--- src/rtl/sc_debug_pkg.sv ---
// Shared definitions for the single-cycle core debug stepper.
//   - cmd_op_e    : host command encodings carried on cmd_op
//   - dbg_state_e : stepper FSM state encodings (also visible on dbgState)
//   - Trace entries are packed as {pc, inst, data}, so pc sits in the MSBs.
//   - idxWidth()  : index width that stays at least one bit wide for single-entry tables
package sc_debug_pkg;

    typedef enum logic [1:0] {
        CMD_HALT  = 2'b00,
        CMD_RUN   = 2'b01,
        CMD_STEP  = 2'b10,
        CMD_CLEAR = 2'b11
    } cmd_op_e;

    typedef enum logic [1:0] {
        ST_HALT = 2'b00,
        ST_RUN  = 2'b01,
        ST_STEP = 2'b10
    } dbg_state_e;

    function automatic int idxWidth(input int n);
        return (n > 1) ? $clog2(n) : 1;
    endfunction

endpackage

--- src/rtl/sc_trace_fifo.sv ---
// Instruction trace FIFO with optional overwrite-oldest behaviour.
// Ports:
//   clk, reset   clock, asynchronous active-low reset
//   push, wrData write one entry
//   pop          remove the head entry (ignored when empty)
//   clear        empty the FIFO and clear overflow; wins over push/pop
//   rdData       head entry, valid when valid=1
//   full, count  occupancy status
//   overflow     sticky: an entry was dropped to make room (OVERWRITE=1 only)
module sc_trace_fifo #(
    parameter int WIDTH     = 96,
    parameter int DEPTH     = 16,
    parameter bit OVERWRITE = 1'b0
) (
    input  logic                   clk,
    input  logic                   reset,
    input  logic                   push,
    input  logic                   pop,
    input  logic                   clear,
    input  logic [WIDTH-1:0]       wrData,
    output logic [WIDTH-1:0]       rdData,
    output logic                   valid,
    output logic                   full,
    output logic [$clog2(DEPTH):0] count,
    output logic                   overflow
);

    localparam int PW = $clog2(DEPTH);
    localparam logic [PW:0] FULL_CNT = (PW + 1)'(DEPTH);

    logic [WIDTH-1:0] mem [DEPTH];
    logic [PW-1:0]    wrPtr;
    logic [PW-1:0]    rdPtr;
    logic [PW:0]      cntQ;
    logic             ovfQ;

    logic popEff;
    logic pushEff;
    logic dropOld;
    logic rdAdvance;

    always_comb begin
        popEff    = pop && (cntQ != '0);
        // A full FIFO still accepts a push when the head leaves this cycle,
        // or when it may sacrifice the oldest entry.
        pushEff   = push && ((cntQ != FULL_CNT) || popEff || OVERWRITE);
        dropOld   = push && (cntQ == FULL_CNT) && !popEff && OVERWRITE;
        rdAdvance = popEff || dropOld;
    end

    always_ff @(posedge clk or negedge reset) begin
        if (!reset) begin
            wrPtr <= '0;
            rdPtr <= '0;
            cntQ  <= '0;
            ovfQ  <= 1'b0;
        end else if (clear) begin
            wrPtr <= '0;
            rdPtr <= '0;
            cntQ  <= '0;
            ovfQ  <= 1'b0;
        end else begin
            if (pushEff)   wrPtr <= wrPtr + 1'b1;
            if (rdAdvance) rdPtr <= rdPtr + 1'b1;
            if (pushEff && !rdAdvance)      cntQ <= cntQ + 1'b1;
            else if (!pushEff && rdAdvance) cntQ <= cntQ - 1'b1;
            if (dropOld) ovfQ <= 1'b1;
        end
    end

    always_ff @(posedge clk) begin
        if (pushEff && !clear) mem[wrPtr] <= wrData;
    end

    assign rdData   = mem[rdPtr];
    assign valid    = (cntQ != '0);
    assign full     = (cntQ == FULL_CNT);
    assign count    = cntQ;
    assign overflow = ovfQ;

endmodule

--- src/rtl/sc_debug_stepper.sv ---
// Run/step/breakpoint controller with instruction trace for the single-cycle core.
// Ports:
//   clk, reset                 clock, asynchronous active-low reset
//   cmd_valid/cmd_op/cmd_arg   host command (always accepted), effective next cycle
//   bp_wr/bp_idx/bp_addr/bp_en breakpoint slot write, effective next cycle
//   pc/inst_word/wb_data       current core PC, instruction and writeback value
//   core_en                    core retires the current instruction this cycle
//   halted                     FSM is in HALT
//   bp_hit/bp_hit_idx          one-cycle pulse after a breakpoint stop / lowest matching slot
//   trc_*                      trace FIFO head (valid/ready pop), occupancy, sticky overflow
//   dbgState                   raw FSM state (dbg_state_e)
// Handshake: the trace head is consumed on any cycle where trc_valid && trc_ready;
// trc_pc/trc_inst/trc_data are stable while trc_valid=1 and no pop occurs.
module sc_debug_stepper
    import sc_debug_pkg::*;
#(
    parameter int DBITS        = 32,
    parameter int INST_BITS    = 32,
    parameter int NUM_BP       = 4,
    parameter int TRACE_DEPTH  = 16,
    parameter int STEP_BITS    = 8,
    parameter bit STOP_ON_FULL = 1'b1,
    parameter bit RESET_RUN    = 1'b1
) (
    input  logic                           clk,
    input  logic                           reset,
    input  logic                           cmd_valid,
    input  logic [1:0]                     cmd_op,
    input  logic [STEP_BITS-1:0]           cmd_arg,
    input  logic                           bp_wr,
    input  logic [idxWidth(NUM_BP)-1:0]    bp_idx,
    input  logic [DBITS-1:0]               bp_addr,
    input  logic                           bp_en,
    input  logic [DBITS-1:0]               pc,
    input  logic [INST_BITS-1:0]           inst_word,
    input  logic [DBITS-1:0]               wb_data,
    output logic                           core_en,
    output logic                           halted,
    output logic                           bp_hit,
    output logic [idxWidth(NUM_BP)-1:0]    bp_hit_idx,
    output logic                           trc_valid,
    input  logic                           trc_ready,
    output logic [DBITS-1:0]               trc_pc,
    output logic [INST_BITS-1:0]           trc_inst,
    output logic [DBITS-1:0]               trc_data,
    output logic [$clog2(TRACE_DEPTH):0]   trc_count,
    output logic                           trc_overflow,
    output logic [1:0]                     dbgState
);

    localparam int BP_IDX_W = idxWidth(NUM_BP);
    localparam int TRC_W    = 2 * DBITS + INST_BITS;

    dbg_state_e           stateQ, stateD;
    logic [STEP_BITS-1:0] cntQ, cntD;
    logic                 skipQ, skipD;

    logic [DBITS-3:0]     bpAddrQ [NUM_BP];
    logic [NUM_BP-1:0]    bpEnQ;
    logic                 bpAny;
    logic [BP_IDX_W-1:0]  bpFirst;

    logic                 active, bpStop, stall, retire, coreEn;
    logic                 fifoFull, fifoPop, fifoClear;
    logic [TRC_W-1:0]     trcHead;

    // Breakpoints compare word addresses only; the byte offset is dropped.
    logic unusedBpLow;
    assign unusedBpLow = ^bp_addr[1:0];

    // Lowest-numbered enabled slot wins: scan downward so the last assignment is the lowest hit.
    always_comb begin
        bpAny   = 1'b0;
        bpFirst = '0;
        for (int i = NUM_BP - 1; i >= 0; i--) begin
            if (bpEnQ[i] && (bpAddrQ[i] == pc[DBITS-1:2])) begin
                bpAny   = 1'b1;
                bpFirst = BP_IDX_W'(i);
            end
        end
    end

    always_comb begin
        active    = (stateQ != ST_HALT);
        fifoPop   = trc_valid && trc_ready;
        fifoClear = cmd_valid && (cmd_op == CMD_CLEAR);
        bpStop    = active && !skipQ && bpAny;
        stall     = STOP_ON_FULL && fifoFull && !fifoPop;
        retire    = active && !bpStop && !stall;
        // Gated by reset so the core is held while reset is asserted, even in RUN.
        coreEn    = retire && reset;
    end

    // Next-state: retirement/breakpoint effects first, then an accepted command overrides.
    always_comb begin
        stateD = stateQ;
        cntD   = cntQ;
        skipD  = skipQ;
        if (retire) begin
            skipD = 1'b0;
            if (stateQ == ST_STEP) begin
                cntD = cntQ - 1'b1;
                if (cntQ <= STEP_BITS'(1)) stateD = ST_HALT;
            end
        end
        if (bpStop) stateD = ST_HALT;
        if (cmd_valid) begin
            case (cmd_op)
                CMD_HALT: stateD = ST_HALT;
                CMD_RUN: begin
                    stateD = ST_RUN;
                    skipD  = 1'b1;
                end
                CMD_STEP: begin
                    stateD = ST_STEP;
                    cntD   = (cmd_arg == '0) ? STEP_BITS'(1) : cmd_arg;
                    skipD  = 1'b1;
                end
                default: ;
            endcase
        end
    end

    always_ff @(posedge clk or negedge reset) begin
        if (!reset) begin
            stateQ     <= RESET_RUN ? ST_RUN : ST_HALT;
            cntQ       <= '0;
            skipQ      <= 1'b0;
            bp_hit     <= 1'b0;
            bp_hit_idx <= '0;
            bpEnQ      <= '0;
        end else begin
            stateQ <= stateD;
            cntQ   <= cntD;
            skipQ  <= skipD;
            bp_hit <= bpStop;
            if (bpStop) bp_hit_idx <= bpFirst;
            if (bp_wr && (int'(bp_idx) < NUM_BP)) bpEnQ[bp_idx] <= bp_en;
        end
    end

    // Addresses need no reset: a slot is ignored until its enable is written.
    always_ff @(posedge clk) begin
        if (bp_wr && (int'(bp_idx) < NUM_BP)) bpAddrQ[bp_idx] <= bp_addr[DBITS-1:2];
    end

    sc_trace_fifo #(
        .WIDTH    (TRC_W),
        .DEPTH    (TRACE_DEPTH),
        .OVERWRITE(!STOP_ON_FULL)
    ) u_trace (
        .clk     (clk),
        .reset   (reset),
        .push    (coreEn),
        .pop     (fifoPop),
        .clear   (fifoClear),
        .wrData  ({pc, inst_word, wb_data}),
        .rdData  (trcHead),
        .valid   (trc_valid),
        .full    (fifoFull),
        .count   (trc_count),
        .overflow(trc_overflow)
    );

    assign trc_pc   = trcHead[TRC_W-1 -: DBITS];
    assign trc_inst = trcHead[DBITS+INST_BITS-1 -: INST_BITS];
    assign trc_data = trcHead[DBITS-1:0];
    assign core_en  = coreEn;
    assign halted   = (stateQ == ST_HALT);
    assign dbgState = stateQ;

endmodule

--- config.mk ---
export PLATFORM = sky130hd
export DESIGN_NAME = sc_debug_stepper
export DESIGN_NICKNAME = d
export VERILOG_FILES = /design/src/rtl/sc_debug_pkg.sv /design/src/rtl/sc_trace_fifo.sv /design/src/rtl/sc_debug_stepper.sv
export SDC_FILE = /design/constraint.sdc
export NUM_CORES = 2
export LEC_CHECK = 0
export CORE_AREA = 3 3 333 335
export DETAILED_ROUTE_END_ITERATION = 10
export DIE_AREA = 0 0 336 338
export GPL_TIMING_DRIVEN = 0
export PLACE_DENSITY_LB_ADDON = 0.15
export SLEW_MARGIN = 20
export SYNTH_ARGS = -nofsm -noshare
export SYNTH_HDL_FRONTEND = slang
export SYNTH_SLANG_ARGS = --single-unit
--- constraint.sdc ---
create_clock -name clk -period 7.5 [get_ports clk]
set_input_delay 1.5 -clock clk [delete_from_list [all_inputs] [get_ports clk]]
set_output_delay 1.5 -clock clk [all_outputs]
set_load 0.05 [all_outputs]
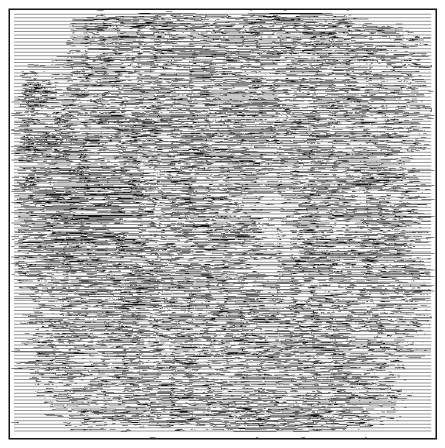
Figure 1: M1 wires.
Supply wires on this layer in gray.
nets with wire on the layer: 3,265
share of all routed wire: 39%
wire length on this layer: 61.7 mm
DR vias: 31,400
met1 layer usage reported by global route: 0.408

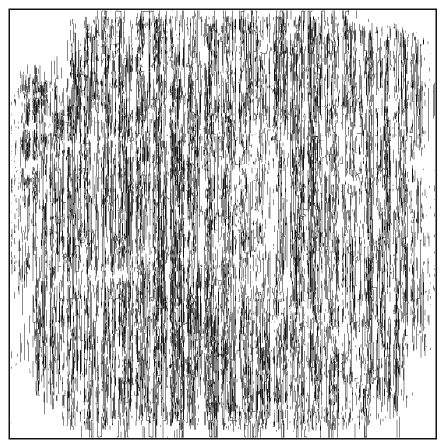
Figure 2: signal wires on met2.
main direction: vertical
share of all routed wire: 50%
nets with wire on the layer: 3,180
longest straight run: 161 µm
overall routed net length: 160,000 µm
met2 track demand over resource in global routing: 0.474

==> results.txt <==
Flow results are below.

- The worst setup path is launched from a primary input.
- The sum of net half-perimeters after detailed placement is 103,000 µm, for reference.
- The number of fill cells is slightly above 6,000, for reference.
- Dividing the detail-routed wire length by the instance count gives 33.5 µm.
- In this run, CTS created clock tree buffers numbering 163.
- Per the timing report, the achievable frequency comes out to 147 MHz.
- The post-synthesis instance area is ~65,000 µm², for reference.
- The most popular library cell in the synthesized design by count is edfxtp_1, for reference.
- The share of power burned in registers is 0.385, for reference.
- The global-route layer with the greatest usage is met2, for reference.
- In this run, the synthesized area fraction spent on xor and xnor cells is recorded as 0.0181.
- The internal power of the cells totals 19.1 mW.
- The via count of the first global-routing pass is 32,900, for reference.
- The flow ran to the end, and the final reports show no timing, DRC or antenna violations.
- The area fraction of the largest cell type after synthesis is 0.768.
- For this run, the number of standard cells in the final layout without fillers is between 4,000 and 5,000.
- In this run the most critical hold path is launched from bp_hit_idx[1].
- The critical path starts at pc[14].
- The clock buffer and inverter area fraction after layout is 0.0684, for reference.
- The fraction of standard cell area that is sequential is 0.655, for reference.
- The power per cell area is about 360 nW/µm², for reference.
- In the routed design, unresolved DRC markers number 0.
- After clock tree synthesis, the repair step resized 0 gates.
- For this run, the leading register cell type out of synthesis is edfxtp_1.
- The uppermost layer routed is met4, for reference.
- The area of all sequential standard cells is 50,500 µm², for reference.
- The top cell type by total area after synthesis is edfxtp_1, for reference.
- The depth of the worst hold-timing path is 2, for reference.
- After detailed routing, the met3 layer carries 13,900 µm of wire.
- Per the OpenROAD power report, leakage power amounts to between 20 and 25 nW.
- The initial antenna violation count came to 8.
- Setup total negative slack on the finished layout was measured at 0 ns.
- During I/O placement, the number of pins put on the boundary was approximately 260.
- For reference, the post-synthesis area per instance comes to 23.9 µm².
- The number of buffers added on ports is around 250, for reference.
- The peak fanout along the critical path is 17, for reference.
- Endpoints failing hold in the final report were tallied at 0.
- According to the finish report, the design has a final net count of ~3,400.
- The register with the most flip-flops in the layout has 1,536 of them.
Power is estimated from default activity; no workload was simulated.
